==> config.mk <==
export PLATFORM = sky130hd
export DESIGN_NAME = apb_reg_slice
export DESIGN_NICKNAME = d
export VERILOG_FILES = /design/src/rtl/apb_pkg.sv /design/src/rtl/apb_reg_slice.sv
export SDC_FILE = /design/constraint.sdc
export NUM_CORES = 1
export LEC_CHECK = 0
export ABC_AREA = 1
export CORE_MARGIN = 10
export CORE_UTILIZATION = 43
export DETAILED_ROUTE_END_ITERATION = 8
export PLACE_DENSITY_LB_ADDON = 0.25
export SYNTH_ARGS = -nofsm -noshare
export SYNTH_HDL_FRONTEND = slang
export SYNTH_SLANG_ARGS = --single-unit
==> constraint.sdc <==
create_clock -name PCLK -period 2.1 [get_ports PCLK]
set_clock_uncertainty 0.1 [all_clocks]
set_input_delay 0.42 -clock PCLK [delete_from_list [all_inputs] [get_ports PCLK]]
set_output_delay 0.42 -clock PCLK [all_outputs]
set_load 0.01 [all_outputs]
==> src/rtl/apb_pkg.sv <==
// Shared APB definitions: FSM state encoding, PPROT width and DATA_W legality.
package apb_pkg;

  localparam int unsigned PPROT_W = 3;

  typedef enum logic [1:0] {
    IDLE   = 2'd0,
    SETUP  = 2'd1,
    ACCESS = 2'd2,
    RESP   = 2'd3
  } state_t;

  // Only byte-multiple bus widths of 8..64 bits are supported.
  function automatic bit data_w_legal(input int unsigned w);
    return (w == 8) || (w == 16) || (w == 32) || (w == 64);
  endfunction

endpackage

==> src/rtl/apb_reg_slice.sv <==
// Registered APB4 bridge: upstream slave port to downstream master port with
// every output flopped, byte-strobe/protection pass-through and an optional
// access-phase timeout that forces PSLVERR.
module apb_reg_slice
  import apb_pkg::*;
#(
  parameter int unsigned ADDR_W  = 32,
  parameter int unsigned DATA_W  = 32,
  parameter int unsigned TIMEOUT = 0
) (
  input  logic                PCLK,
  input  logic                PRESETn,
  input  logic                S_PSELx,
  input  logic                S_PENABLE,
  input  logic [ADDR_W-1:0]   S_PADDR,
  input  logic [DATA_W-1:0]   S_PWDATA,
  input  logic                S_PWRITE,
  input  logic [DATA_W/8-1:0] S_PSTRB,
  input  logic [PPROT_W-1:0]  S_PPROT,
  output logic [DATA_W-1:0]   S_PRDATA,
  output logic                S_PREADY,
  output logic                S_PSLVERR,
  output logic                M_PSELx,
  output logic                M_PENABLE,
  output logic [ADDR_W-1:0]   M_PADDR,
  output logic [DATA_W-1:0]   M_PWDATA,
  output logic                M_PWRITE,
  output logic [DATA_W/8-1:0] M_PSTRB,
  output logic [PPROT_W-1:0]  M_PPROT,
  input  logic [DATA_W-1:0]   M_PRDATA,
  input  logic                M_PREADY,
  input  logic                M_PSLVERR
);

  localparam int unsigned STRB_W = DATA_W / 8;

  // Reject unsupported data widths at elaboration.
  if (!data_w_legal(DATA_W)) begin : g_bad_data_w
    $error("apb_reg_slice: DATA_W must be 8, 16, 32 or 64");
  end

  state_t              state;
  state_t              state_n;
  logic                timeout_hit_c;

  logic                m_psel_n;
  logic                m_penable_n;
  logic [ADDR_W-1:0]   m_paddr_n;
  logic [DATA_W-1:0]   m_pwdata_n;
  logic                m_pwrite_n;
  logic [STRB_W-1:0]   m_pstrb_n;
  logic [PPROT_W-1:0]  m_pprot_n;
  logic [DATA_W-1:0]   s_prdata_n;
  logic                s_pready_n;
  logic                s_pslverr_n;

  // Access-phase timeout counter; absent entirely when TIMEOUT is 0.
  if (TIMEOUT > 0) begin : g_timeout
    localparam int unsigned CNT_W = $clog2(TIMEOUT + 1);
    logic [CNT_W-1:0] cnt;

    // Count ACCESS cycles without PREADY; cleared while in SETUP so every access starts at 0.
    always_ff @(posedge PCLK or negedge PRESETn) begin
      if (!PRESETn) begin
        cnt <= '0;
      end else if (state == SETUP) begin
        cnt <= '0;
      end else if ((state == ACCESS) && !M_PREADY) begin
        cnt <= cnt + CNT_W'(1);
      end
    end

    assign timeout_hit_c = (state == ACCESS) && !M_PREADY && (cnt == CNT_W'(TIMEOUT - 1));
  end else begin : g_no_timeout
    assign timeout_hit_c = 1'b0;
  end

  // State register.
  always_ff @(posedge PCLK or negedge PRESETn) begin
    if (!PRESETn) begin
      state <= IDLE;
    end else begin
      state <= state_n;
    end
  end

  // Next state and next values of every registered output.
  always_comb begin
    state_n     = state;
    m_psel_n    = 1'b0;
    m_penable_n = 1'b0;
    m_paddr_n   = M_PADDR;
    m_pwdata_n  = M_PWDATA;
    m_pwrite_n  = M_PWRITE;
    m_pstrb_n   = M_PSTRB;
    m_pprot_n   = M_PPROT;
    s_prdata_n  = '0;
    s_pready_n  = 1'b0;
    s_pslverr_n = 1'b0;

    case (state)
      IDLE: begin
        // Only a proper setup phase starts a transfer; a bare PENABLE is ignored.
        if (S_PSELx && !S_PENABLE) begin
          state_n    = SETUP;
          m_psel_n   = 1'b1;
          m_paddr_n  = S_PADDR;
          m_pwdata_n = S_PWDATA;
          m_pwrite_n = S_PWRITE;
          m_pstrb_n  = S_PSTRB;
          m_pprot_n  = S_PPROT;
        end
      end
      SETUP: begin
        state_n     = ACCESS;
        m_psel_n    = 1'b1;
        m_penable_n = 1'b1;
      end
      ACCESS: begin
        if (M_PREADY) begin
          state_n     = RESP;
          s_pready_n  = 1'b1;
          s_prdata_n  = M_PWRITE ? '0 : M_PRDATA;
          s_pslverr_n = M_PSLVERR;
        end else if (timeout_hit_c) begin
          state_n     = RESP;
          s_pready_n  = 1'b1;
          s_pslverr_n = 1'b1;
        end else begin
          m_psel_n    = 1'b1;
          m_penable_n = 1'b1;
        end
      end
      RESP: begin
        state_n = IDLE;
      end
      default: begin
        state_n = IDLE;
      end
    endcase
  end

  // Output registers.
  always_ff @(posedge PCLK or negedge PRESETn) begin
    if (!PRESETn) begin
      M_PSELx   <= 1'b0;
      M_PENABLE <= 1'b0;
      M_PADDR   <= '0;
      M_PWDATA  <= '0;
      M_PWRITE  <= 1'b0;
      M_PSTRB   <= '0;
      M_PPROT   <= '0;
      S_PRDATA  <= '0;
      S_PREADY  <= 1'b0;
      S_PSLVERR <= 1'b0;
    end else begin
      M_PSELx   <= m_psel_n;
      M_PENABLE <= m_penable_n;
      M_PADDR   <= m_paddr_n;
      M_PWDATA  <= m_pwdata_n;
      M_PWRITE  <= m_pwrite_n;
      M_PSTRB   <= m_pstrb_n;
      M_PPROT   <= m_pprot_n;
      S_PRDATA  <= s_prdata_n;
      S_PREADY  <= s_pready_n;
      S_PSLVERR <= s_pslverr_n;
    end
  end

endmodule

### Routed clock nets over the placement, run 1

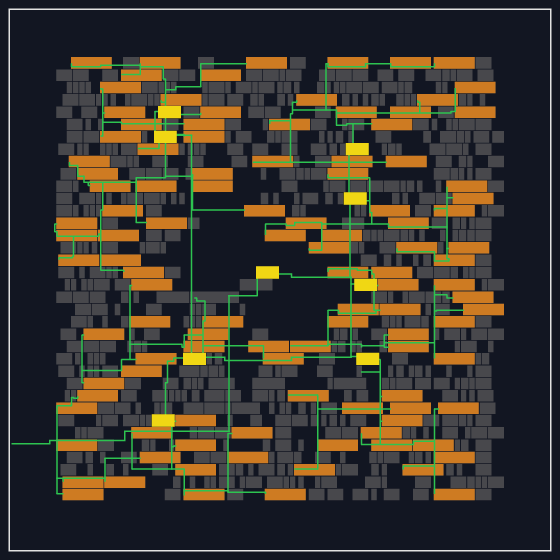
[green] clock wires | length: 1,220 microns
[orange] flip-flops | count: 110
[yellow] clock drivers | count: 9
routed clock nets: 10
flops lie: widely spread

### Cell placement, run 1

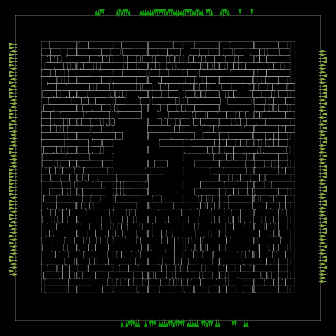
number of standard cells in the final layout excluding fillers: 793
number of tap instances: 133
standard-cell row count: 36
flop share of the area: 40.98%

### Placement by cell class, run 1

The bar under the picture is 20 microns long. Fill, decap, tap and diode cells in grey.
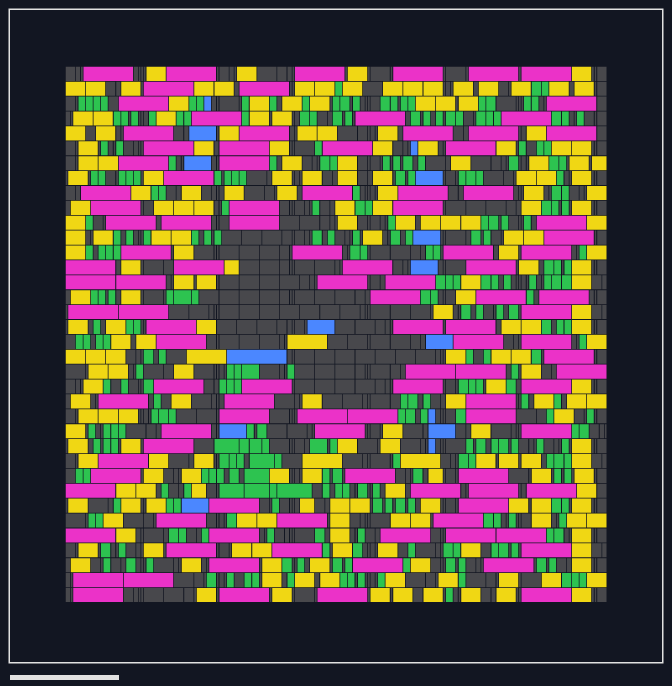
[green] combinational and other logic | cells: 309
[blue] clock drivers and dummy loads | cells: 15
[magenta] sequential cells | cells: 110
[yellow] remaining buffers and delay cells | cells: 226

### Met2 routing, run 1

The bar under the picture is 20 microns long.
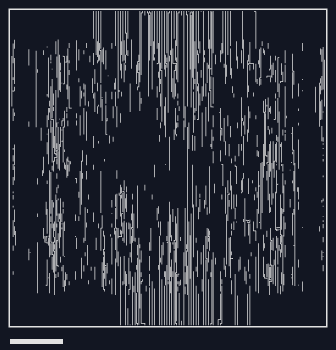
main direction: vertical
longest straight run: 46.9 microns
share of all routed wire: 47%
nets with wire on the layer: 614
wire length on this layer: 5,770 microns
vias: 3,485
GRT met2 Usage: 27.18%
total wire length: 12.28 mm

==> ci_impl_report.md, run 1 <==
## PnR job results

| Metric | Value |
|---|---|
| Largest delay share family, worst path | buffers and inverters |
| Status | finished clean |
| Sequential fraction of the synthesis area | roughly 65% |
| Max H-tree Level | 3 |
| Post-layout period usage of the worst path | 86.49% |
| Worst reg2reg setup slack | 0.49 ns |
| Combinational Area | 1030 sq um |
| Total instance count after detailed placement | about 780 |
| F_max | 550.6 MHz |
| Vias in the first global route | 3,638 |
| Setup repair after global routing missed its margin | false |
| Finished Core Util | 69.37% |
| Synthesized area per cell | 9.576 sq um |
| Hold Path Depth | 2 |
| Total CTS buffers | 9 |
| Placeable Area | 9684 sq um |
| Layout Nets | 771 |
| Synth Instances | between 400 and 500 |
| Buffers on Ports | between 200 and 250 |
| Starting DRT DRC Count | roughly 140 |
| Most frequent logic cell in the layout | clkdlybuf4s50_1 |
| Number of synthesis warnings | 0 |
| Endpoint with the worst hold slack | M_PSTRB[3]$_DFFE_PN0P_ |
| Top cells excl fill/tap | clkdlybuf4s50_1 (216), nand2_1 (113), dfrtp_1 (110) |
| HPWL after DPL | 9.688 mm |
| # IOs | 218 |
| Transition time at the pin with the least slew margin | 0.4361 ns |
| Fraction of layout cells with a size suffix above 1 | 3.788% |
| Classification of the worst setup path | register to output pin |
| DIE HEIGHT | 119.1 microns |
| Vias per cell | 4.395 |
| Die width | 119.1 microns |
| Post-synthesis chip area from yosys | 4223 sq um |
| Start of the worst register-to-register path | state[0]$_DFFE_PN0P_ |
| Clk buf depth | 2 |
| Final ANT Viol Nets | 0 |
| Layout-stage area growth over the synthesis result | 59.08% |
| Post-cts hold buffer count | 1 |
| Average wire per standard cell | 15.48 microns |
| Buffers inserted during post-CTS setup optimization | 0 |
| Max-slew violation total from the final report | 0 |
| Number of antenna cells inserted | 0 |
| Startpoint types | register |
| Slowest stage delay, CP | 0.55 ns |
[run 1: power breakdown]
part / internal (mW) / switching, mW
sequential: 2.87 / 0.386
combinational: 1.86 / 1.57
clock: 0.582 / 0.648
total: 5.32 / 2.60
[run 1: sequential cells by signal, indices dropped and copies added (netlist names)]
name,flops
M_PADDR,32
M_PWDATA,32
S_PRDATA,32
M_PSTRB,4
M_PPROT,3
state,2
M_PENABLE,1
M_PSELx,1
M_PWRITE,1
S_PREADY,1
S_PSLVERR,1
[run 1: stage by stage]
step                      instance area [sq um]  setup WS (ns)  power (mW)
after floorplan                            4223         0.6862       4.680
after global placement                     6525         0.3382       6.668
after detailed placement                   6525         0.2976       6.795
after CTS                                  6718         0.2448       8.043
after global routing                       6718         0.2234       8.486
final                                      6718         0.2837       7.921
[run 1: worst max-delay path by stage]
stage	from	endpoint	slack [ns]	cells after the start
2_1_floorplan	state[0]$_DFFE_PN0P_	M_PADDR[0]$_DFFE_PN0P_	0.69	7
3_3_place_gp	S_PSELx	M_PWDATA[14]$_DFFE_PN0P_	0.34	5
3_5_place_dp	S_PSELx	M_PADDR[2]$_DFFE_PN0P_	0.30	5
4_1_cts	M_PADDR[0]$_DFFE_PN0P_	M_PADDR[0]	0.24	1
5_1_grt	M_PWRITE$_DFFE_PN0P_	M_PWRITE	0.22	1
6_report	M_PADDR[0]$_DFFE_PN0P_	M_PADDR[0]	0.28	1
[run 1: logic make-up (layout without fill, tap and decap cells)]
kind of cell,Yosys count,count (layout),synth area share [%]
AOI/OAI and AO/OA,74,74,9.037
buffers and inverters,101,320,10.43
adders and majority gates,5,5,1.481
and+or+nand+nor,151,151,13.87
DFF,110,110,65.19
[run 1: cells in the mapped netlist]
library cell / instances / area [sq um]
nand3_4: 1 / 17.52
o21ai_2: 3 / 26.28
clkbuf_1: 9 / 33.78
buf_4: 3 / 22.52
a21oi_1: 2 / 10.01
buf_6: 6 / 67.56
nor2_1: 34 / 127.6
inv_1: 79 / 296.5
o21ai_1: 47 / 235.2
clkbuf_2: 1 / 5.000
dfrtp_1: 110 / 2753
nand3_1: 2 / 10.01
o21ai_0: 22 / 110.1
ha_1: 5 / 62.56
or2_2: 1 / 6.260
buf_2: 3 / 15.01
nand2_1: 113 / 424.2
[run 1: area by class of cell]
class | instances | share of cell area [%]
multi-input cells | 230 | 15.33
flip-flops and latches | 110 | 40.98
well taps | 133 | 2.477
inverters | 79 | 4.414
clock inverters | 1 | 0.4470
clock buffers | 14 | 2.272
repair buffers | 226 | 34.08
[run 1: routing by layer]
metal / vias to the layer above / wire, microns / share of wire, % / global-route usage, %
met5: - / 0 / 0 / 0
met4: 0 / 95 / 0.77 / 4.809
met3: 6 / 1548 / 13 / 8.833
met2: 150 / 5769 / 47 / 27.18
met1: 1588 / 4863 / 40 / 19.86
li1: 1741 / - / - / -
==> inputs of run 2 (changes only) <==
--- a/config.mk
+++ b/config.mk
@@ -10,6 +10,7 @@
 export CORE_UTILIZATION = 43
 export DETAILED_ROUTE_END_ITERATION = 8
 export PLACE_DENSITY_LB_ADDON = 0.25
+export SKIP_LAST_GASP = 1
 export SYNTH_ARGS = -nofsm -noshare
 export SYNTH_HDL_FRONTEND = slang
 export SYNTH_SLANG_ARGS = --single-unit
### Placement by cell class, run 2

The bar under the picture is 20 microns long. Fill, decap, tap and diode cells in grey.
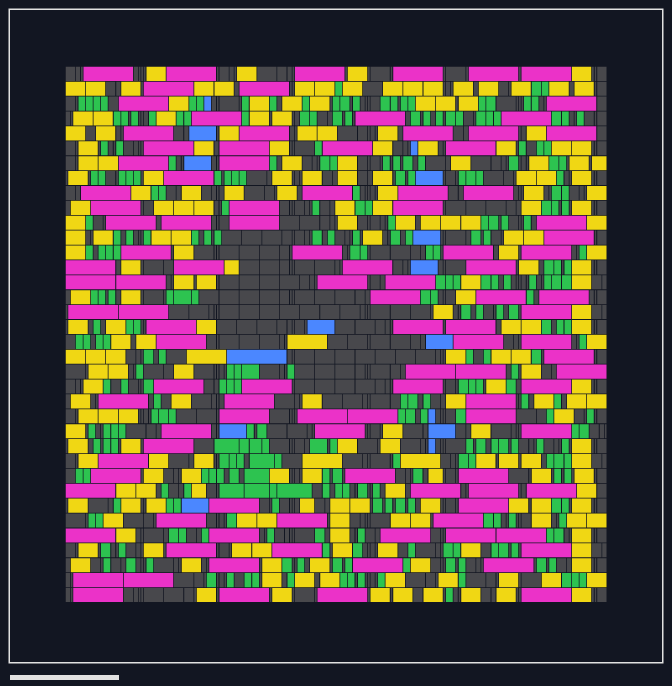
[yellow] remaining buffers and delay cells | cells: 226
[green] combinational and other logic | cells: 309
[magenta] sequential cells | cells: 110
[blue] clock drivers and dummy loads | cells: 15

==> ci_impl_report.md, run 2 <==
## PnR job results

| Metric | Value |
|---|---|
| HPWL after DPL | 9.688 mm |
| Placeable Area | approximately 9700 sq um |
| Post-layout period usage of the worst path | 86.49% |
| Placement-stage cell area | 6525 sq um |
| Clk buf depth | 2 |
| Commonest cells post-synth | nand2_1 (113), dfrtp_1 (110), inv_1 (79) |
| Slowest stage delay, CP | 0.55 ns |
| # IOs | roughly 220 |
| Sequential cell fraction of total power | 41.1% |
| Startpoint of the worst setup timing path | M_PADDR[0]$_DFFE_PN0P_ |
| Status | finished clean |
| Classification of the worst setup path | register to output pin |
| Cell with the most instances after synthesis | nand2_1 |
| Largest delay share family, worst path | buffers and inverters |
| Termination of the worst setup path | M_PADDR[0] |
| Top cells excl fill/tap | clkdlybuf4s50_1 (216), nand2_1 (113), dfrtp_1 (110) |
| Buffers on Ports | 217 |
| F_max | 550.6 MHz |
| Total CTS buffers | 9 |
| Levels on crit path | 1 |
| Regs by FF count | M_PADDR x32, M_PWDATA x32, S_PRDATA x32 |
| Final ANT Viol Nets | 0 |
| Most frequent logic cell in the layout | clkdlybuf4s50_1 |
| Portion of total power attributed to the clock network | between 10% and 20% |
| Post-synthesis cell type with the largest combined area | dfrtp_1 |
| Die width | between 100 and 150 microns |
| DIE HEIGHT | 119.1 microns |
| Vias per cell | 4.395 |
| Ys flop type | dfrtp_1 |
| Synthesized area per cell | 9.576 sq um |
| Number of synthesis warnings | 0 |
| Start of the worst register-to-register path | state[0]$_DFFE_PN0P_ |
| Switching power | 2.605 mW |
| Number of antenna cells inserted | 0 |
| Max H-tree Level | 3 |
| Transition time at the pin with the least slew margin | 0.4361 ns |
| Fraction of layout cells with a size suffix above 1 | between 3 and 4% |
| Synth async-reset ratio | 100.0% |
### Met2 routing, run 2

The bar under the picture is 20 microns long.
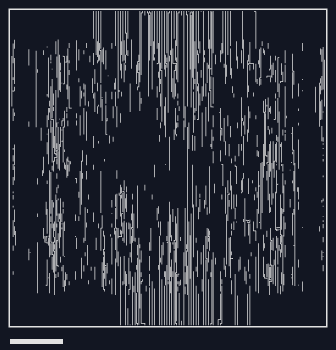
nets with wire on the layer: 614
main direction: vertical
longest straight run: 46.9 microns
wire length on this layer: 5,770 microns
share of all routed wire: 47%

==> run 2: final cells by class <==
cell class	count	share of cell area (%)
Sequential cell	110	40.98
Timing Repair Buffer	226	34.08
Multi-Input combinational cell	230	15.33
Inverter	79	4.414
Tap cell	133	2.477
Clock buffer	14	2.272
Clock inverter	1	0.4470
==> run 2: metal layers <==
layer / GRT usage (%) / up-vias / wire length, microns
met1: 19.86 / 1588 / 4863
met4: 4.809 / 0 / 95
met3: 8.833 / 6 / 1548
met2: 27.18 / 150 / 5769
li1: - / 1741 / -
met5: 0 / - / 0
==> run 2: how the worst min path moves through the flow <==
stage | start | to | cells after the start
after floorplan | PRESETn | M_PADDR[0]$_DFFE_PN0P_ | 0
after global placement | PRESETn | M_PWDATA[19]$_DFFE_PN0P_ | 1
after detailed placement | PRESETn | M_PWDATA[19]$_DFFE_PN0P_ | 1
after CTS | M_PSTRB[3]$_DFFE_PN0P_ | M_PSTRB[3]$_DFFE_PN0P_ | 2
after global routing | M_PSTRB[3]$_DFFE_PN0P_ | M_PSTRB[3]$_DFFE_PN0P_ | 2
final | M_PSTRB[3]$_DFFE_PN0P_ | M_PSTRB[3]$_DFFE_PN0P_ | 2
==> run 2: through the flow <==
stage / worst slack [ns] / util (%)
after floorplan: 0.6862 / -
after global placement: 0.3382 / 67.38
after detailed placement: 0.2976 / 67.38
after CTS: 0.2448 / 69.37
after global routing: 0.2234 / 69.37
final: 0.2837 / 69.37
==> run 2: cell families (layout without fill, tap and decap cells) <==
logic type	Yosys count	in the layout	synth area share (%)
DFF	110	110	65.19
adders and majority gates	5	5	1.481
and+or+nand+nor	151	151	13.87
buffers and inverters	101	320	10.43
AOI/OAI and AO/OA	74	74	9.037
==> run 2: timing repair <==
action / CTS / global route
endpoints found under the setup margin: 0 / 0
endpoints found under the hold margin: 28 / 0
hold buffers: 1 / 0
==> run 2: power by group through the flow <==
stage	combinational, mW	clock [mW]	sequential [mW]
detailed placement	3.49	0	3.31
floorplan	1.04	0	3.64
CTS	3.50	1.27	3.27
global placement	3.40	0	3.27
global route	3.76	1.36	3.36
finish	3.43	1.23	3.26
Power figures rest on the tool's default switching activity, not on a simulated workload.
